## src/rtl/ula_pkg.sv

```systemverilog
// Shared types and helpers for the sequential AES datapath ALU.
// The counter field is stored with its most significant byte in byte 0 (bits [7:0]).
package ula_pkg;

  localparam int DATA_W_DEF    = 128;
  localparam int CTR_BYTES_DEF = 8;
  // Widest counter field the byte-reverse helper can handle, in bits
  localparam int CTR_MAX_W     = 1024;

  typedef enum logic [2:0] {
    OP_XOR = 3'b000,
    OP_INC = 3'b001,
    OP_MOV = 3'b010,
    OP_LDC = 3'b011,
    OP_NXT = 3'b100
  } ula_op_e;

  // Reverse the order of the low nBytes bytes; converts between bus order and numeric order
  function automatic logic [CTR_MAX_W-1:0] byteRev(input logic [CTR_MAX_W-1:0] v,
                                                   input int nBytes);
    logic [CTR_MAX_W-1:0] r;
    r = '0;
    for (int k = 0; k < CTR_MAX_W / 8; k++) begin
      if (k < nBytes) begin
        r[8*(nBytes-1-k) +: 8] = v[8*k +: 8];
      end
    end
    return r;
  endfunction

endpackage

```

## src/rtl/ula_ctr_add.sv

```systemverilog
// Combinational counter-field adder: adds an 8-bit amount to the byte-reversed
// counter field of a block, reporting the carry-out; bytes above the field pass through.
module ula_ctr_add
  import ula_pkg::*;
#(
  parameter int DATA_W    = DATA_W_DEF,
  parameter int CTR_BYTES = CTR_BYTES_DEF
) (
  input  logic [DATA_W-1:0] data_i,
  input  logic [7:0]        amount_i,
  output logic [DATA_W-1:0] sum_o,
  output logic              carry_o
);

  localparam int CW = 8 * CTR_BYTES;

  logic [CW-1:0] fieldVal;
  logic [CW:0]   total;

  always_comb begin
    fieldVal = CW'(byteRev(CTR_MAX_W'(data_i[CW-1:0]), CTR_BYTES));
    total    = {1'b0, fieldVal} + (CW+1)'(amount_i);
    sum_o    = data_i;
    sum_o[CW-1:0] = CW'(byteRev(CTR_MAX_W'(total[CW-1:0]), CTR_BYTES));
    carry_o  = total[CW];
  end

endmodule

```

## src/rtl/ula_seq.sv

```systemverilog
// Registered AES datapath ALU with an internal CTR-mode counter and a
// one-stage valid/ready output register.
module ula_seq
  import ula_pkg::*;
#(
  parameter int DATA_W    = DATA_W_DEF,
  parameter int CTR_BYTES = CTR_BYTES_DEF
) (
  input  logic              clk,
  input  logic              rst,
  input  logic              in_valid,
  output logic              in_ready,
  input  logic [2:0]        fs,
  input  logic [DATA_W-1:0] bus_a,
  input  logic [DATA_W-1:0] bus_b,
  input  logic [7:0]        step,
  output logic              out_valid,
  input  logic              out_ready,
  output logic [DATA_W-1:0] bus_ula,
  output logic              ovf
);

  logic [DATA_W-1:0] ctr_q, ctr_d;
  logic [DATA_W-1:0] result_q, result_d;
  logic              ovf_q, ovf_d;
  logic              outValid_q, outValid_d;

  logic [DATA_W-1:0] incSum, nxtSum;
  logic              incCarry, nxtCarry;
  logic [DATA_W-1:0] opResult, opCtr;
  logic              opOvf;
  logic              accept;

  ula_ctr_add #(.DATA_W(DATA_W), .CTR_BYTES(CTR_BYTES)) uIncAdd (
    .data_i  (bus_a),
    .amount_i(step),
    .sum_o   (incSum),
    .carry_o (incCarry)
  );

  ula_ctr_add #(.DATA_W(DATA_W), .CTR_BYTES(CTR_BYTES)) uNxtAdd (
    .data_i  (ctr_q),
    .amount_i(8'd1),
    .sum_o   (nxtSum),
    .carry_o (nxtCarry)
  );

  assign in_ready  = !outValid_q || out_ready;
  assign accept    = in_valid && in_ready;
  assign out_valid = outValid_q;
  assign bus_ula   = result_q;
  assign ovf       = ovf_q;

  // Operation decode; unused encodings behave as MOV
  always_comb begin
    opResult = bus_a;
    opOvf    = 1'b0;
    opCtr    = ctr_q;
    case (fs)
      OP_XOR: opResult = bus_a ^ bus_b;
      OP_INC: begin
        opResult = incSum;
        opOvf    = incCarry;
      end
      OP_LDC: opCtr = bus_a;
      OP_NXT: begin
        opResult = ctr_q;
        opOvf    = nxtCarry;
        opCtr    = nxtSum;
      end
      default: ;
    endcase
  end

  // A held result keeps everything frozen, including the counter
  always_comb begin
    outValid_d = outValid_q;
    result_d   = result_q;
    ovf_d      = ovf_q;
    ctr_d      = ctr_q;
    if (accept) begin
      outValid_d = 1'b1;
      result_d   = opResult;
      ovf_d      = opOvf;
      ctr_d      = opCtr;
    end else if (out_ready) begin
      outValid_d = 1'b0;
    end
  end

  always_ff @(posedge clk) begin
    if (rst) begin
      outValid_q <= 1'b0;
      result_q   <= '0;
      ovf_q      <= 1'b0;
      ctr_q      <= '0;
    end else begin
      outValid_q <= outValid_d;
      result_q   <= result_d;
      ovf_q      <= ovf_d;
      ctr_q      <= ctr_d;
    end
  end

endmodule

```

## config.mk

```make
export PLATFORM = sky130hd
export DESIGN_NAME = ula_seq
export DESIGN_NICKNAME = d
export VERILOG_FILES = /design/src/rtl/ula_pkg.sv /design/src/rtl/ula_ctr_add.sv /design/src/rtl/ula_seq.sv
export SDC_FILE = /design/constraint.sdc
export NUM_CORES = 1
export LEC_CHECK = 0
export CAP_MARGIN = 25
export CORE_ASPECT_RATIO = 1.25
export CORE_UTILIZATION = 30
export CTS_BUF_LIST = sky130_fd_sc_hd__clkbuf_8
export CTS_CLUSTER_DIAMETER = 80
export DETAILED_ROUTE_END_ITERATION = 8
export PLACE_DENSITY_LB_ADDON = 0.12
export SYNTH_ARGS = -nofsm -noshare
export SYNTH_HDL_FRONTEND = slang
export SYNTH_HIERARCHICAL = 1
export SYNTH_SLANG_ARGS = --single-unit
```

## constraint.sdc

```tcl
create_clock -name clk -period 6.6 [get_ports clk]
set_clock_uncertainty 0.2 [all_clocks]
set_input_delay 1.65 -clock clk [delete_from_list [all_inputs] [get_ports clk]]
set_output_delay 1.65 -clock clk [all_outputs]
set_load 0.01 [all_outputs]
```

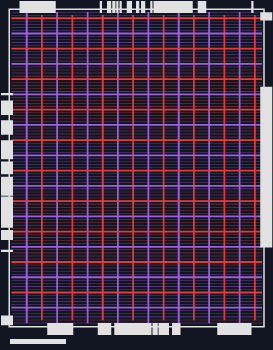
Figure 1: run 1, PDN straps and rails.
Scale bar: 50 um. Pins as bars on the die edge.
- red: VDD
- purple: VSS
- met5 straps: 20
- met4 straps: 16
- signal pins: 402
- rows: 102
- met1 rails: 103
Die Y: 282 um
Core Footprint: 62000 um^2
Max IR drop VDD: 0.000113 V

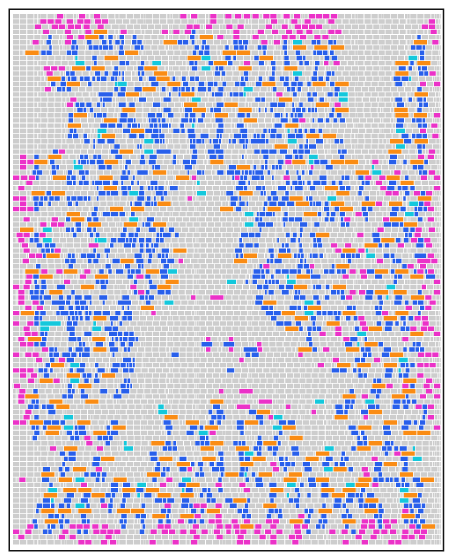
Figure 2: run 1, cells colored by class.
Fill, decap, tap and diode cells in gray.
- blue: all other logic (cells 1522; share of their area 53%)
- orange: flip-flops (cells 258; share of their area 23%)
- magenta: other buffers and delay cells (cells 432; share of their area 19%)
- cyan: clock drivers and dummy loads (cells 95; share of their area 4.9%)
Core Rows: 102
Seq area share: 22.2%

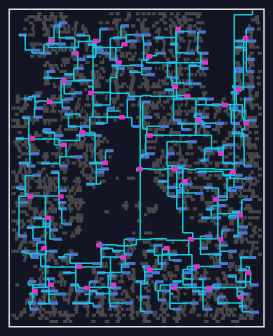
Figure 3: run 1, clock network drawn from the DEF.
- blue: flip-flops (count 258)
- magenta: cells driving clock nets (count 51)
- cyan: clock wires (length 5260 um)
- routed clock nets: 52
- flops lie: widely spread

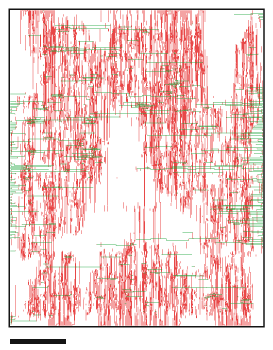
Figure 4: run 1, wiring by layer.
Scale bar: 50 um. Two of the layers only.
- red: met2 (wire length 37.4 mm)
- green: met3 (wire length 5090 um)

==> out/results.txt, run 1 <==
Worst slew pin tran: 1.15 ns
Main flop type: dfxtp_1
Setup TNS: 0 ns
Delay-heaviest family, CP: buffers and inverters
Area leader share: 27.4%
Combinational power share: 22.5%
Worst Hold Endpoint: ovf
Crit-path slowest cell: clkdlybuf4s50_1
Largest net degree at the start of global routing: 155
Detailed placer's ending HPWL: 48.6 mm
Hold Crit Start: ovf
Seq pwr share: 38.6%
Layout cells sized above 1: 12.4%
I/O pin total: 402
Wire length per cell: 25.9 um
NetSw: 0.00146 W
Logic area: 11600 um^2
Yosys warnings: 6
Via count: 19.9k
Remaining antenna violation count: 0
GP Congestion: 0.824
Most numerous cell on the critical path: clkdlybuf4s50_1
Power share of the clock group: 38.9%
Met1 global-route usage: 32.7%
Tool Warnings: 38
Seq group: 0.00176 W
Req. time, crit path: 4.75 ns
Post-synth EDFFs: 0
CTS tree: done
Post CTS Setup Buffer Count: 0
Unique masters post-synth: 63
Fillers: 6354
Hold WC Path Type: register to register
Post-CTS Resized: 0
Switching share of total power: 32.0%
Layer with the highest usage: met2
Worst r2r src: ctr_q[56]
Avg Vias per Cell: 6.32
Gr ovfl total: 0
CP cell instances: clkdlybuf4s50_1 -> nor2b_4 -> inv_1 -> clkdlybuf4s50_1
Pwr Density: 196 nW/um^2
Top power consumer group: clock
H-tree levels: 2
Combinational gate power: 0.00103 W
1st-pass router iterations: 5
Fmax: 210 MHz
Die W: 226 um
DRC: 0
Tcrit/Tclk final: 72.2%
Starting density of the core: 30.4%
First-pass GRT wire length: 123 mm
Min Tclk post-route: 4.77 ns
Worst r2r dst: ovf
Kind of critical path: primary input to primary output
Status: completed
Async SR Flop Fraction: 0%
Reg2reg setup slack: 2.64 ns
RSZ-0062 raised after global routing: no
Inserted Clock Buffers: 51
Crit-path max FO: 4
CP endpoint kind: primary output
Top cell excl fill/tap: clkdlybuf4s50_1
Worst Hold Depth: 2
Crit path DAT: 2.92 ns
Initial drt markers: 1620
Max_cap viols: 0
Top cells by count: dfxtp_1, clkbuf_1, a21oi_1
Clk pwr: 0.00178 W
Pleak: 8.07 nW
FF+latch area: 5160 um^2
Root Buffer: clkbuf_8
Mapped Area: 18800 um^2
Cell count listed in synth_stat.txt: 2151
CP endpoint: in_ready
Synth Register Bits: 258
Internal: 0.00310 W
Most instantiated logic cells after routing: clkdlybuf4s50_1, dfxtp_1, a21oi_1, and3_1, o211ai_1
Startpoint types: primary input
Synth Seq Share: 27.4%
Nets@finish: 2554
Top cells, area: dfxtp_1, o221a_2, o41a_1
Met2 global-route usage: 39.3%
Most instantiated library cell after synthesis: dfxtp_1
Full die area: 63800 um^2
Yosys chip area: 18800 um^2
Depth of the most critical reg-to-reg path: 11
Final setup viols: 0
Cells after Synth: 2151
Number of global-route vias before repair: 19.7k
Hold Slack: 0.288 ns
run 1: stage by stage:
stage | utilization [%] | total power (W) | instance area [um^2] | worst slack [ns] | cells
after floorplan | - | 0.00233 | 18900 | 2.67 | 2158
after global placement | 35.7 | 0.00280 | 22200 | 1.56 | 3041
after detailed placement | 35.8 | 0.00281 | 22200 | 1.55 | 3043
after CTS | 37.5 | 0.00461 | 23300 | 1.82 | 3138
after global routing | 37.5 | 0.00476 | 23300 | 1.78 | 3143
final | 37.5 | 0.00456 | 23300 | 1.83 | 3144
run 1: state kept, by name, indices dropped and copies added, names as in the netlist:
name       cells
ctr_q        128
ovf            1
out_valid      1
bus_ula      128
run 1: per-layer routing:
layer  up-vias  routed length [um]
li1       8962                   -
met1     10000               36300
met2       733               37400
met3       163                5090
met4         4                2550
met5         -                  19
run 1: cell type report:
| cell class | count | share of cell area [%] |
|---|---|---|
| Antenna cell | 5 | 0.0537 |
| Clock buffer | 68 | 4.02 |
| Clock inverter | 27 | 0.623 |
| Inverter | 19 | 0.371 |
| Multi-Input combinational cell | 1503 | 49.8 |
| Sequential cell | 258 | 22.2 |
| Tap cell | 832 | 4.47 |
| Timing Repair Buffer | 432 | 18.5 |
run 1: logic make-up (layout without fill, tap and decap cells):
kind of cell	Yosys count	in the layout	synth area share (%)
and+or+nand+nor	535	535	18.3
buffers and inverters	397	546	11.4
DFF	258	258	27.4
adders and majority gates	18	18	1.28
other	2	14	0.0399
AOI/OAI and AO/OA	817	817	35.8
xor gates and xnor gates	124	124	5.77
run 1: tightest hold or removal path, stage by stage (launching register included):
cell	delay [ns]
dfxtp_1	0.31
o21ai_0	0.07
a21oi_1	0.06
--- run 2 (diff from run 1) ---
clock period = 4.9 ns   (was 6.6 ns; I/O delays follow)
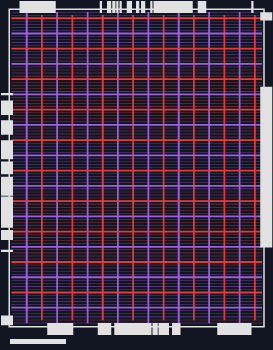
Figure 5: run 2, PDN straps and rails.
Scale bar: 50 um. Pins as bars on the die edge.
- red: VDD
- purple: VSS
- met5 straps: 20
- met1 rails: 103
- met4 straps: 16

==> run 2 against run 1 <==
Compared with the run above:
- critical path type is now primary input to register
- die area stayed put
- highest routed layer unchanged
- routed wire length up 1.4%
- non-clock buffer count rose by 30
- clock power up 27%
- largest cell class unchanged
- total power grew 33%
- utilization rose by 0.42 points
==> out/results.txt, run 2 <==
Status: completed (unchanged)
CP endpoint kind: register (was primary output)
1st-pass router iterations: 5 (unchanged)
Fmax: 251 MHz
Highest metal used: met5 (unchanged)
Core Rows: 102 (unchanged)
Unique masters post-synth: 63 (unchanged)
Most instantiated library cell after synthesis: dfxtp_1 (unchanged)
Kind of critical path: primary input to register (was primary input to primary output)
AND/OR/NAND/NOR Cells, Area Fraction: 18.3% (unchanged)
Final WS setup: 0.922 ns (was 1.83 ns)
Xor/xnor share: 5.77% (unchanged)
Top cells, area: dfxtp_1, o221a_2, o41a_1 (unchanged)
Worst Hold Endpoint: ovf (unchanged)
Cell count listed in synth_stat.txt: 2151 (unchanged)
Setup Slack @ Placement: 0.291 ns (was 1.55 ns)
Req. time, crit path: 5.21 ns (was 4.75 ns)
Depth of the most critical reg-to-reg path: 11 (unchanged)
Pleak: 8.21 nW (was 8.07 nW)
DRC: 0 (unchanged)
Post-CTS Resized: 0 (unchanged)
Met2 global-route usage: 41.0% (was 39.3%)
Nets@finish: 2584 (was 2554)
Layer with the highest usage: met2 (unchanged)
Met1 global-route usage: 33.0% (was 32.7%)
Crit path DAT: 4.28 ns (was 2.92 ns)
Worst Hold Depth: 2 (unchanged)
Hold Crit Start: ovf (unchanged)
Largest net degree at the start of global routing: 168 (was 155)
Avg Vias per Cell: 6.29 (was 6.32)
Worst r2r src: ctr_q[56] (unchanged)
CTS tree: done (unchanged)
Adder share: 1.28% (unchanged)
First-pass GRT wire length: 125 mm (was 123 mm)
Min Tclk post-route: 3.98 ns
Wire length per cell: 26.1 um (was 25.9 um)
Design Area, Final: 23500 um^2 (was 23300 um^2)
H-tree levels: 2 (unchanged)
Remaining antenna violation count: 0 (unchanged)
Post-synth EDFFs: 0 (unchanged)
Starting density of the core: 30.4% (unchanged)
Layout cells sized above 1: 13.2% (was 12.4%)
Final std cells w/o fill: 3160 (was 3144)
Async SR Flop Fraction: 0% (unchanged)
Placed cell count: 3072 (was 3043)
Post CTS Setup Buffer Count: 0 (unchanged)
Inserted Clock Buffers: 51 (unchanged)
Mux frac, synth: 0% (unchanged)
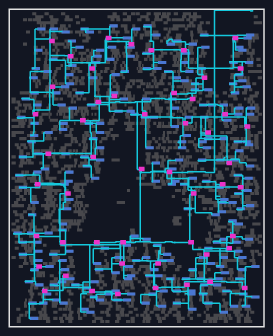
Figure 6: run 2, clock network drawn from the DEF.
- cyan: clock wires (length 5090 um)
- blue: flip-flops (count 258)
- magenta: cells driving clock nets (count 51)
- routed clock nets: 52
- flops lie: widely spread

[run 2: netlist changes by cell type in the layout (fill, tap and decap cells not counted), sizes merged]
cell and delta:
buf +30, clkbuf -3, clkinv -4, clkinvlp -1, diode -4, inv -2
[run 2: area by class of cell]
| class | instances | area, um^2 | area share (%) |
|---|---|---|---|
| Sequential cell | 258 | 5160 | 21.9 |
| Clock inverter | 20 | 105 | 0.446 |
| Tap cell | 832 | 1040 | 4.42 |
| Clock buffer | 65 | 895 | 3.80 |
| Timing Repair Buffer | 462 | 4660 | 19.8 |
| Multi-Input combinational cell | 1503 | 11600 | 49.2 |
| Antenna cell | 1 | 2.50 | 0.0106 |
| Inverter | 19 | 86.3 | 0.367 |
[run 2: worst max path at each step]
stage	endpoint	slack (ns)	depth (start not counted)
CTS	in_ready	0.93	4
global route	bus_ula[30]	0.79	9
floorplan	bus_ula[54]	1.40	9
detailed placement	bus_ula[20]	0.29	9
finish	bus_ula[47]	0.92	10
global placement	bus_ula[20]	0.42	9
[run 2: worst max-delay path, cell delays in order]
cell and delay [ns]:
clkdlybuf4s50_1 0.50, ha_1 0.43, a211oi_1 0.24, o22ai_1 0.21, o211ai_2 0.78, buf_4 0.27, nor2_1 0.05, xor2_1 0.12
o22ai_1 0.08, o41ai_1 0.37
[run 2: kinds of logic (layout without fill, tap and decap cells)]
kind of cell | after synthesis | in the layout
adders and majority gates | 18 | 18
other | 2 | 10
and+or+nand+nor | 535 | 535
DFF | 258 | 258
xor gates and xnor gates | 124 | 124
buffers and inverters | 397 | 566
AOI/OAI and AO/OA | 817 | 817
[run 2: power breakdown]
part           leakage (nW)  internal, W  switching, W  total [W]
Sequential             2.12      0.00224      0.000126    0.00237
Clock                 0.578      0.00122       0.00104    0.00226
Combinational          5.51     0.000665      0.000756    0.00142
No activity file was given, so power comes from the tool's default toggle rates.
